==> config.mk <==
export PLATFORM = sky130hd
export DESIGN_NAME = multicycle_ctrl
export DESIGN_NICKNAME = d
export VERILOG_FILES = /design/src/rtl/multicycle_ctrl_pkg.sv /design/src/rtl/multicycle_ctrl_alu_decoder.sv /design/src/rtl/multicycle_ctrl.sv
export SDC_FILE = /design/constraint.sdc
export NUM_CORES = 1
export LEC_CHECK = 0
export CAP_MARGIN = 5
export CORE_MARGIN = 2
export CORE_UTILIZATION = 45
export CTS_CLUSTER_SIZE = 30
export DETAILED_ROUTE_END_ITERATION = 10
export PLACE_DENSITY = 0.92
export REMOVE_ABC_BUFFERS = 1
export SETUP_SLACK_MARGIN = 0.2
export SYNTH_ARGS = -nofsm -noshare
export SYNTH_HDL_FRONTEND = slang
export SYNTH_SLANG_ARGS = --single-unit
==> constraint.sdc <==
create_clock -name clk -period 4.8 [get_ports clk]
set_clock_uncertainty 0.15 [all_clocks]
set_input_delay 0.96 -clock clk [delete_from_list [all_inputs] [get_ports clk]]
set_output_delay 0.96 -clock clk [all_outputs]
set_load 0.01 [all_outputs]
==> src/rtl/multicycle_ctrl_pkg.sv <==
// Shared encodings for the multicycle RV32I-subset control unit: FSM states,
// opcodes, funct3 values and ALUCtrl codes.
package ctrl_pkg;

    typedef enum logic [2:0] {
        S_IF  = 3'd0,
        S_ID  = 3'd1,
        S_EX  = 3'd2,
        S_MEM = 3'd3,
        S_WB  = 3'd4
    } state_t;

    localparam logic [6:0] OPC_R   = 7'b0110011;
    localparam logic [6:0] OPC_I   = 7'b0010011;
    localparam logic [6:0] OPC_LW  = 7'b0000011;
    localparam logic [6:0] OPC_SW  = 7'b0100011;
    localparam logic [6:0] OPC_BEQ = 7'b1100011;

    localparam logic [3:0] ALU_AND = 4'b0000;
    localparam logic [3:0] ALU_OR  = 4'b0001;
    localparam logic [3:0] ALU_ADD = 4'b0010;
    localparam logic [3:0] ALU_SUB = 4'b0110;
    localparam logic [3:0] ALU_SLT = 4'b0111;
    localparam logic [3:0] ALU_SRL = 4'b1000;
    localparam logic [3:0] ALU_SLL = 4'b1001;
    localparam logic [3:0] ALU_SRA = 4'b1010;
    localparam logic [3:0] ALU_XOR = 4'b1101;

    localparam logic [2:0] F3_ADD  = 3'b000;
    localparam logic [2:0] F3_SLL  = 3'b001;
    localparam logic [2:0] F3_SLT  = 3'b010;
    localparam logic [2:0] F3_XOR  = 3'b100;
    localparam logic [2:0] F3_SR   = 3'b101;
    localparam logic [2:0] F3_OR   = 3'b110;
    localparam logic [2:0] F3_AND  = 3'b111;
    localparam logic [2:0] F3_WORD = 3'b010;
    localparam logic [2:0] F3_BEQ  = 3'b000;

endpackage

==> src/rtl/multicycle_ctrl_alu_decoder.sv <==
// Combinational decode of (opcode, funct3, instr[30]) into ALUCtrl and an
// illegal flag; illegal encodings report ALU_AND so they stay inert.
module alu_decoder
    import ctrl_pkg::*;
(
    input  logic [6:0] opcode_i,
    input  logic [2:0] funct3_i,
    input  logic       bit30_i,
    output logic [3:0] alu_ctrl_o,
    output logic       illegal_o
);

    always_comb begin
        alu_ctrl_o = ALU_AND;
        illegal_o  = 1'b0;
        case (opcode_i)
            OPC_R, OPC_I: begin
                case (funct3_i)
                    // instr[30] only turns ADD into SUB for register-register ops
                    F3_ADD:  alu_ctrl_o = (opcode_i == OPC_R && bit30_i) ? ALU_SUB : ALU_ADD;
                    F3_SLL:  alu_ctrl_o = ALU_SLL;
                    F3_SLT:  alu_ctrl_o = ALU_SLT;
                    F3_XOR:  alu_ctrl_o = ALU_XOR;
                    F3_SR:   alu_ctrl_o = bit30_i ? ALU_SRA : ALU_SRL;
                    F3_OR:   alu_ctrl_o = ALU_OR;
                    F3_AND:  alu_ctrl_o = ALU_AND;
                    default: illegal_o  = 1'b1;
                endcase
            end
            OPC_LW, OPC_SW: begin
                if (funct3_i == F3_WORD) alu_ctrl_o = ALU_ADD;
                else                     illegal_o  = 1'b1;
            end
            OPC_BEQ: begin
                if (funct3_i == F3_BEQ) alu_ctrl_o = ALU_SUB;
                else                    illegal_o  = 1'b1;
            end
            default: illegal_o = 1'b1;
        endcase
    end

endmodule

==> src/rtl/multicycle_ctrl.sv <==
// Multicycle control unit: IF/ID/EX/MEM/WB sequencer, instruction register,
// branch flag and registered strobes. Optional MEM wait states: CTRL_MEM_WAIT_EN.
module multicycle_ctrl
    import ctrl_pkg::*;
(
    input  logic        clk,
    input  logic        rst,
    input  logic [31:0] instr,
    input  logic        Zero,
`ifdef CTRL_MEM_WAIT_EN
    input  logic        dReady,
`endif
    output logic        ALUSrc,
    output logic [3:0]  ALUCtrl,
    output logic        MemRead,
    output logic        MemWrite,
    output logic        MemToReg,
    output logic        RegWrite,
    output logic        loadPC,
    output logic        PCSrc,
    output logic        illegal_instr,
    output logic [2:0]  dbg_state_o
);

    state_t      state_q, state_d;
    logic [31:0] ir_q, ir_d;
    logic        br_taken_q;
    logic        alusrc_q, memtoreg_q, memread_q, memwrite_q;
    logic        regwrite_q, loadpc_q, illegal_q;
    logic [3:0]  aluctrl_q;

    logic [3:0]  dec_alu;
    logic        dec_illegal;
    logic        is_r_d, is_i_d, is_lw_d, is_sw_d, is_beq_d;
    logic        in_instr_d;
    logic        mem_stall;

    // The word on instr is only looked at while in IF; later states use IR.
    assign ir_d = (state_q == S_IF) ? instr : ir_q;

    alu_decoder u_alu_decoder (
        .opcode_i   (ir_d[6:0]),
        .funct3_i   (ir_d[14:12]),
        .bit30_i    (ir_d[30]),
        .alu_ctrl_o (dec_alu),
        .illegal_o  (dec_illegal)
    );

    assign is_r_d   = !dec_illegal && (ir_d[6:0] == OPC_R);
    assign is_i_d   = !dec_illegal && (ir_d[6:0] == OPC_I);
    assign is_lw_d  = !dec_illegal && (ir_d[6:0] == OPC_LW);
    assign is_sw_d  = !dec_illegal && (ir_d[6:0] == OPC_SW);
    assign is_beq_d = !dec_illegal && (ir_d[6:0] == OPC_BEQ);

`ifdef CTRL_MEM_WAIT_EN
    assign mem_stall = (state_q == S_MEM) && (memread_q || memwrite_q) && !dReady;
`else
    assign mem_stall = 1'b0;
`endif

    always_comb begin
        state_d = S_IF;
        case (state_q)
            S_IF:    state_d = S_ID;
            S_ID:    state_d = S_EX;
            S_EX:    state_d = S_MEM;
            S_MEM:   state_d = mem_stall ? S_MEM : S_WB;
            S_WB:    state_d = S_IF;
            default: state_d = S_IF;
        endcase
    end

    assign in_instr_d = (state_d != S_IF);

    // Strobes are registered from the next state and next IR, so each output
    // changes cleanly on the edge that enters the state it belongs to.
    always_ff @(posedge clk or posedge rst) begin
        if (rst) begin
            state_q    <= S_IF;
            ir_q       <= '0;
            br_taken_q <= 1'b0;
            alusrc_q   <= 1'b0;
            aluctrl_q  <= ALU_AND;
            memtoreg_q <= 1'b0;
            memread_q  <= 1'b0;
            memwrite_q <= 1'b0;
            regwrite_q <= 1'b0;
            loadpc_q   <= 1'b0;
            illegal_q  <= 1'b0;
        end else begin
            state_q    <= state_d;
            ir_q       <= ir_d;
            alusrc_q   <= in_instr_d && (is_i_d || is_lw_d || is_sw_d);
            aluctrl_q  <= in_instr_d ? dec_alu : ALU_AND;
            memtoreg_q <= in_instr_d && is_lw_d;
            memread_q  <= (state_d == S_MEM) && is_lw_d;
            memwrite_q <= (state_d == S_MEM) && is_sw_d;
            regwrite_q <= (state_d == S_WB) && (is_r_d || is_i_d || is_lw_d);
            loadpc_q   <= (state_d == S_WB);
            illegal_q  <= (state_d == S_ID) && dec_illegal;
            if (state_q == S_EX)
                br_taken_q <= is_beq_d && Zero;
            else if (state_q == S_WB)
                br_taken_q <= 1'b0;
        end
    end

    assign ALUSrc        = alusrc_q;
    assign ALUCtrl       = aluctrl_q;
    assign MemRead       = memread_q;
    assign MemWrite      = memwrite_q;
    assign MemToReg      = memtoreg_q;
    assign RegWrite      = regwrite_q;
    assign loadPC        = loadpc_q;
    assign PCSrc         = br_taken_q;
    assign illegal_instr = illegal_q;
    assign dbg_state_o   = state_q;

endmodule
==> run summary <==
Quick summary of the implementation run below.

In this run, post-CTS repair resized a total of 0 instances. Max-slew check failures listed in the final report amount to 0. The flow ran to the end, and the final reports show no timing, DRC or antenna violations. The post-route met1 wirelength came out at 1240 um.

The start-to-end type of the worst setup path is reg2out. The post-synthesis cell type with the largest combined area is sky130_fd_sc_hd__dfrtp_1. By area the synthesized netlist is led by sky130_fd_sc_hd__dfrtp_1, sky130_fd_sc_hd__nand2_1, sky130_fd_sc_hd__nor2_1, sky130_fd_sc_hd__buf_6, sky130_fd_sc_hd__a2111oi_2. In this run the number of H-tree levels came out at 1. The critical path endpoint category is an output port. The commonest cells after synthesis are sky130_fd_sc_hd__nand2_1, sky130_fd_sc_hd__dfrtp_1, sky130_fd_sc_hd__nor2_1. The power report attributes to the clock group a share of 0.291. The met3 routed wirelength is 157 um. The maximum number of pins on one net before global-route repair is 27. The number of core rows is 19. The clock group total power came out at 110 uW. On met1, the global router reports a usage of 0.247. The count of non-filler cells in the finished layout is 187.

The final worst setup slack came out at 2.02 ns. The multi-input combinational gate total came out at 95. The clock-pin slew reported for the worst setup and hold paths after clock tree synthesis is 0.14 ns.

The sequential share of power is 0.607. In this run the clock root is driven by a sky130_fd_sc_hd__clkbuf_4. The transition time at the pin with the least slew margin came out at 0.962 ns. The post-cts hold buffer count is 0.
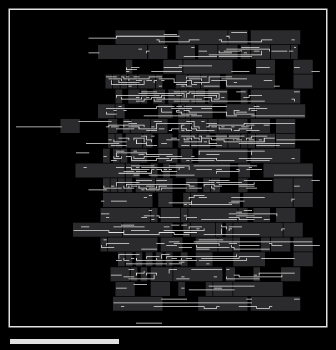
(images/m1.png)
The bar under the picture is 20 um long.
main direction = horizontal
nets with wire on the layer = 150
share of all routed wire = 43%
longest straight run = 25.3 um
wire length on this layer = 1,240 um
vias post-DR: 1,080
routed wire length: 2900 um

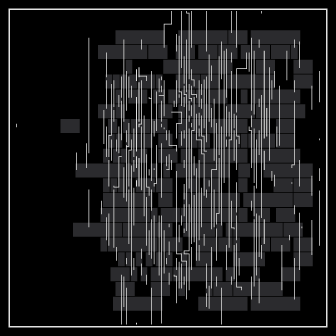
(images/m2.png)
main direction = vertical
nets with wire on the layer = 145
longest straight run = 25.0 um
share of all routed wire = 51%
global routing met2 resource utilization: 0.330

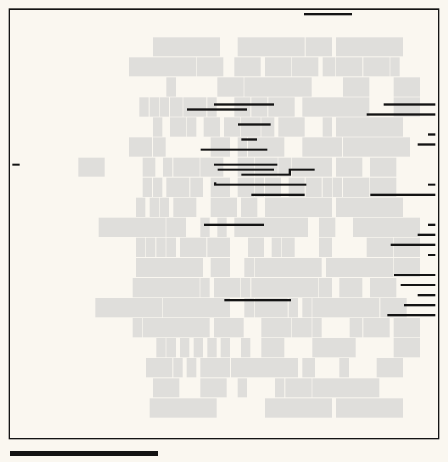
(images/m3.png)
The bar under the picture is 20 um long.
wire length on this layer = 158 um
nets with wire on the layer = 27
main direction = horizontal
met3 Use GR: 0.0134

No activity file was given, so power comes from the tool's default toggle rates.
